### config.mk
export PLATFORM = sky130hd
export DESIGN_NAME = instr_sequencer
export DESIGN_NICKNAME = d
export VERILOG_FILES = /design/src/rtl/instr_sequencer_pkg.sv /design/src/rtl/instr_next_pc.sv /design/src/rtl/instr_sequencer.sv
export SDC_FILE = /design/constraint.sdc
export NUM_CORES = 1
export LEC_CHECK = 0
export CORE_ASPECT_RATIO = 1.25
export CORE_MARGIN = 2
export CORE_UTILIZATION = 51
export DETAILED_ROUTE_END_ITERATION = 6
export PLACE_DENSITY = 0.88
export SYNTH_ARGS = -nofsm -noshare
export SYNTH_HDL_FRONTEND = slang
export SYNTH_SLANG_ARGS = --single-unit
export TNS_END_PERCENT = 50
### constraint.sdc
create_clock -name clk -period 4.4 [get_ports clk]
set_input_delay 0.88 -clock clk [delete_from_list [all_inputs] [get_ports clk]]
set_output_delay 0.88 -clock clk [all_outputs]
set_load 0.02 [all_outputs]
### src/rtl/instr_sequencer_pkg.sv
// Shared definitions for the 10-bit processor instruction sequencer.
// Contents: instruction field positions, opcode constants, FSM state
// encodings and small opcode-class helpers used by the sequencer and
// its next-pc mux.
package instr_sequencer_pkg;

    localparam int INSTR_W = 10;
    localparam int OPC_MSB = 9;
    localparam int OPC_LSB = 6;
    localparam int OPND_W  = 6;

    localparam logic [3:0] OPC_ALU0         = 4'd0;
    localparam logic [3:0] OPC_SET_IMM      = 4'd1;
    localparam logic [3:0] OPC_LOAD_QUERY   = 4'd2;
    localparam logic [3:0] OPC_ALU3         = 4'd3;
    localparam logic [3:0] OPC_JUMP_BACK    = 4'd4;
    localparam logic [3:0] OPC_ALU5         = 4'd5;
    localparam logic [3:0] OPC_IF_DONE      = 4'd6;
    localparam logic [3:0] OPC_STORE_ZERO   = 4'd7;
    localparam logic [3:0] OPC_ALU8         = 4'd8;
    localparam logic [3:0] OPC_JUMP_FP      = 4'd9;
    localparam logic [3:0] OPC_SKIP_NOT_ONE = 4'd10;
    localparam logic [3:0] OPC_PUSH         = 4'd11;
    localparam logic [3:0] OPC_POP          = 4'd12;
    localparam logic [3:0] OPC_ALU13        = 4'd13;
    localparam logic [3:0] OPC_RETURN       = 4'd14;
    localparam logic [3:0] OPC_ILLEGAL      = 4'd15;

    typedef enum logic [2:0] {
        ST_FETCH  = 3'd0,
        ST_DECODE = 3'd1,
        ST_EXEC   = 3'd2,
        ST_MEM    = 3'd3,
        ST_HALT   = 3'd4
    } seqState_t;

    // Opcodes that write the register file during EXEC.
    function automatic logic isRegWriteOp(input logic [3:0] opc);
        return (opc == OPC_ALU0) || (opc == OPC_SET_IMM) || (opc == OPC_ALU3) ||
               (opc == OPC_ALU5) || (opc == OPC_ALU8)    || (opc == OPC_ALU13);
    endfunction

    // Opcodes that need a data-memory access after EXEC.
    function automatic logic isMemOp(input logic [3:0] opc);
        return (opc == OPC_PUSH) || (opc == OPC_POP) ||
               (opc == OPC_LOAD_QUERY) || (opc == OPC_STORE_ZERO);
    endfunction

endpackage

### src/rtl/instr_next_pc.sv
// Combinational next-pc mux for the instruction sequencer.
// Ports:
//   opcode  in   4     decoded opcode
//   pc      in   PC_W  current program counter
//   operand in   6     instruction operand field (unsigned offset)
//   link    in   PC_W  saved return address
//   flagOne in   1     datapath "value == 1" flag
//   nextPc  out  PC_W  pc value taken when the instruction retires
// All arithmetic wraps modulo 2**PC_W.
module instr_next_pc
    import instr_sequencer_pkg::*;
#(
    parameter int PC_W = 8
) (
    input  logic [3:0]        opcode,
    input  logic [PC_W-1:0]   pc,
    input  logic [OPND_W-1:0] operand,
    input  logic [PC_W-1:0]   link,
    input  logic              flagOne,
    output logic [PC_W-1:0]   nextPc
);

    logic [PC_W-1:0] opndExt;
    logic [PC_W-1:0] pcPlusOne;

    assign opndExt   = PC_W'(operand);
    assign pcPlusOne = pc + PC_W'(1);

    always_comb begin
        nextPc = pcPlusOne;
        case (opcode)
            OPC_JUMP_BACK:    nextPc = pc - opndExt;
            OPC_JUMP_FP:      nextPc = pc + opndExt;
            OPC_SKIP_NOT_ONE: nextPc = flagOne ? pcPlusOne : pc + PC_W'(2);
            OPC_RETURN:       nextPc = link;
            default:          ;
        endcase
    end

endmodule

### src/rtl/instr_sequencer.sv
// Multi-cycle fetch/decode/execute sequencer for the 10-bit processor.
// Owns pc, sp, link and ir; one instruction in flight.
// Ports:
//   clk, rst                  clock, synchronous active-high reset
//   imem_req/addr/ack/rdata   instruction fetch handshake (addr = pc)
//   dmem_req/we/addr/ack      data access handshake (push/pop/load/store)
//   alu_op, operand           ir opcode and ir[5:0] for the datapath
//   reg_we                    one-cycle register-file write strobe
//   flag_one, done_in         datapath condition flags
//   halted, illegal           stop status; illegal is sticky until rst
//
// state     | meaning
// ST_FETCH  | imem_req high at pc, wait for imem_ack, latch ir
// ST_DECODE | one idle cycle; opcode 15 goes to HALT
// ST_EXEC   | reg_we for ALU ops, pc update or hand-off to MEM
// ST_MEM    | dmem_req held until dmem_ack, then pc+1
// ST_HALT   | absorbing, all strobes low, acks ignored
module instr_sequencer
    import instr_sequencer_pkg::*;
#(
    parameter int              PC_W    = 8,
    parameter int              DA_W    = 8,
    parameter logic [DA_W-1:0] SP_INIT = 8'hFF
) (
    input  logic               clk,
    input  logic               rst,
    output logic               imem_req,
    output logic [PC_W-1:0]    imem_addr,
    input  logic               imem_ack,
    input  logic [INSTR_W-1:0] imem_rdata,
    output logic               dmem_req,
    output logic               dmem_we,
    output logic [DA_W-1:0]    dmem_addr,
    input  logic               dmem_ack,
    output logic [3:0]         alu_op,
    output logic [OPND_W-1:0]  operand,
    output logic               reg_we,
    input  logic               flag_one,
    input  logic               done_in,
    output logic               halted,
    output logic               illegal
);

    seqState_t          state, nextState;
    logic [PC_W-1:0]    pc, link, nextPc;
    logic [DA_W-1:0]    sp;
    logic [INSTR_W-1:0] ir;
    logic               illegalQ;
    logic [3:0]         opcode;

    assign opcode    = ir[OPC_MSB:OPC_LSB];
    assign alu_op    = opcode;
    assign operand   = ir[OPND_W-1:0];
    assign imem_addr = pc;
    assign halted    = (state == ST_HALT);
    assign illegal   = illegalQ;

    instr_next_pc #(.PC_W(PC_W)) uNextPc (
        .opcode  (opcode),
        .pc      (pc),
        .operand (operand),
        .link    (link),
        .flagOne (flag_one),
        .nextPc  (nextPc)
    );

    always_ff @(posedge clk) begin
        if (rst) begin
            state    <= ST_FETCH;
            pc       <= '0;
            sp       <= SP_INIT;
            link     <= '0;
            ir       <= '0;
            illegalQ <= 1'b0;
        end else begin
            state <= nextState;
            if (state == ST_FETCH && imem_ack)
                ir <= imem_rdata;
            if (state == ST_DECODE && opcode == OPC_ILLEGAL)
                illegalQ <= 1'b1;
            // A taken ifDone goes to HALT with pc left where it was.
            if (state == ST_EXEC && nextState == ST_FETCH) begin
                pc <= nextPc;
                if (opcode == OPC_JUMP_FP)
                    link <= pc + PC_W'(1);
            end
            if (state == ST_MEM && dmem_ack) begin
                pc <= pc + PC_W'(1);
                if (opcode == OPC_PUSH)
                    sp <= sp - DA_W'(1);
                else if (opcode == OPC_POP)
                    sp <= sp + DA_W'(1);
            end
        end
    end

    always_comb begin
        nextState = state;
        imem_req  = 1'b0;
        dmem_req  = 1'b0;
        dmem_we   = 1'b0;
        dmem_addr = '0;
        reg_we    = 1'b0;
        case (state)
            ST_FETCH: begin
                imem_req = 1'b1;
                if (imem_ack)
                    nextState = ST_DECODE;
            end
            ST_DECODE: begin
                nextState = (opcode == OPC_ILLEGAL) ? ST_HALT : ST_EXEC;
            end
            ST_EXEC: begin
                reg_we = isRegWriteOp(opcode);
                if (isMemOp(opcode))
                    nextState = ST_MEM;
                else if (opcode == OPC_IF_DONE && done_in)
                    nextState = ST_HALT;
                else
                    nextState = ST_FETCH;
            end
            ST_MEM: begin
                dmem_req = 1'b1;
                case (opcode)
                    OPC_PUSH: begin
                        dmem_addr = sp;
                        dmem_we   = 1'b1;
                    end
                    OPC_POP:        dmem_addr = sp + DA_W'(1);
                    OPC_LOAD_QUERY: dmem_addr = DA_W'(operand);
                    OPC_STORE_ZERO: dmem_we   = 1'b1;
                    default:        ;
                endcase
                if (dmem_ack) begin
                    nextState = ST_FETCH;
                    reg_we    = (opcode == OPC_POP) || (opcode == OPC_LOAD_QUERY);
                end
            end
            ST_HALT: ;
            default: nextState = ST_FETCH;
        endcase
        // Keep every request and strobe quiet for as long as reset is held,
        // so an access in progress is abandoned immediately.
        if (rst) begin
            imem_req = 1'b0;
            dmem_req = 1'b0;
            reg_we   = 1'b0;
        end
    end

endmodule

Fig. 1: clock nets
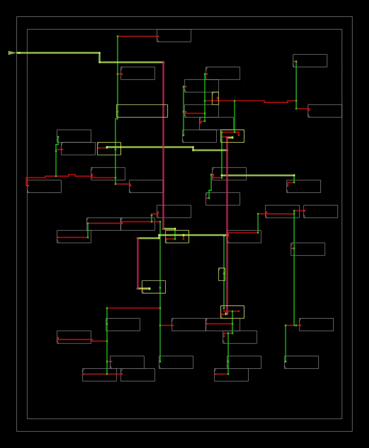
CTS buffer count: 5
Num Clock Sinks: 38

Fig. 2: clock network drawn from the DEF
Scale: 6 px per micron.
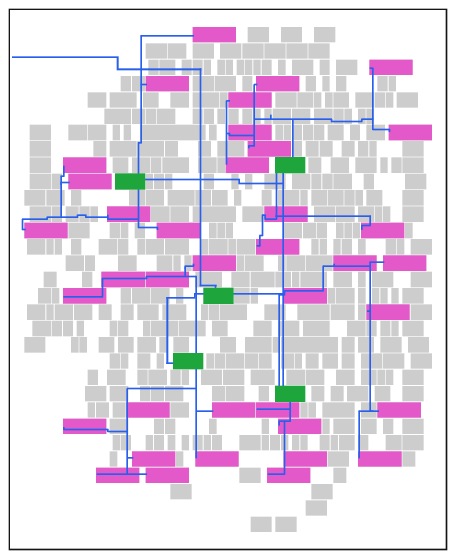
[blue] clock wires | length: 586 microns
[green] cells driving clock nets | count: 5
[magenta] flip-flops | count: 38
flops lie: widely spread
Layout Skew: 8.83 ps
latest clock arrival within the worst-skew pair: 300 ps
clock power share: 34.8%
Clk power: 304 uW

Fig. 3: metal layers overlaid
Scale: 3 px per micron.
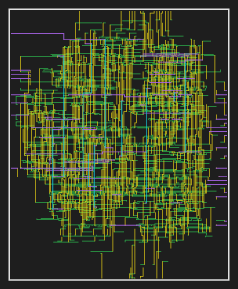
| color | layer | wire length |
|---|---|---|
| yellow | met2 | 4160 microns |
| cyan | met4 | 270 microns |
| green | met1 | 3360 microns |
| purple | met3 | 501 microns |

Fig. 4: logic cells by family
Scale: 3 px per micron.
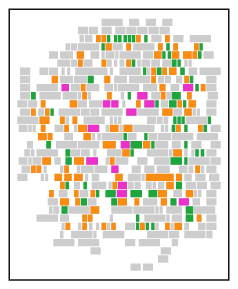
| color | family | cells |
|---|---|---|
| magenta | AND-OR and OR-AND gates | 14 |
| orange | inverting AOI/OAI gates | 94 |
| green | NAND gates | 66 |

cells in the final DEF (no fill, tap or decap), types with 3 or more instances in the layout:
master	instances
inv_1	16
nand3_1	6
a221oi_1	4
a222oi_1	3
nand2b_1	3
and3_1	8
ha_1	12
a31oi_1	4
xor2_1	11
nand4bb_1	3
a21oi_2	3
buf_4	3
a21oi_1	40
nor3b_1	3
nor2_1	45
clkdlybuf4s50_1	47
nor3_1	8
dfxtp_1	38
nand3b_1	3
xnor2_1	23
nand4_1	3
clkbuf_8	5
a21o_1	4
o21ai_0	15
a221o_1	4
a22oi_1	9
o211ai_1	3
nand2_1	44
nor2b_1	4
worst max-delay path, delay by kind of cell, from the launching register on:
family	cells	cell delay (ps)
simple gates	1	710
flops	1	680
buf+inv	1	630
compound gates	2	520
==> reports/qor.csv <==
stage,metric,value,unit
place,portBuffers,47,
synthesis,fp_nets,421,
flow_run,cap_violations,0,
floorplan,ios,48,
layout,final_util,61.7,%
layout,fillCellCount,518,
synthesis,avgSynthCellArea,7.66,sq um
route,route.vias.total,3094,
outcome,status,"complete, no violations",
route,routedWlPerCell,17.0,microns
pwr,p_per_area,247,nW/um^2
place,place_ws,715,ps
route,viasPerCell,6.33,
hold_path,holdPathStages,2,
grt,grt_start_max_net_pins,22,
layout,drive_gt1_share,5.67,%
synthesis,edf_count,0,
place,hpwl,5830,microns
synthesis,yosys-stat-cells,392,
setup_path,ff2ff_setup_slack,1450,ps
floorplan,tap_cells,66,
layout,n_all_buffers,50,
sta,setup_viol,0,
synthesis,ys_sh_adder,5.67,%
pwr,maxPowerGroup,sequential cells,
setup_path,path_max_fanout,19,
setup_path,rr_worst_depth,9,
place,gp_congestion,0.891,
setup_path,startpoint,ir[7],
layout,instances_no_fill,489,
sta,hold_viol_final,0,
hold_path,holdPathEnd,illegal,
synthesis,netlist_area,3000,sq um
setup_path,endpoint_kind,output port,
Power is estimated from default activity; no workload was simulated.
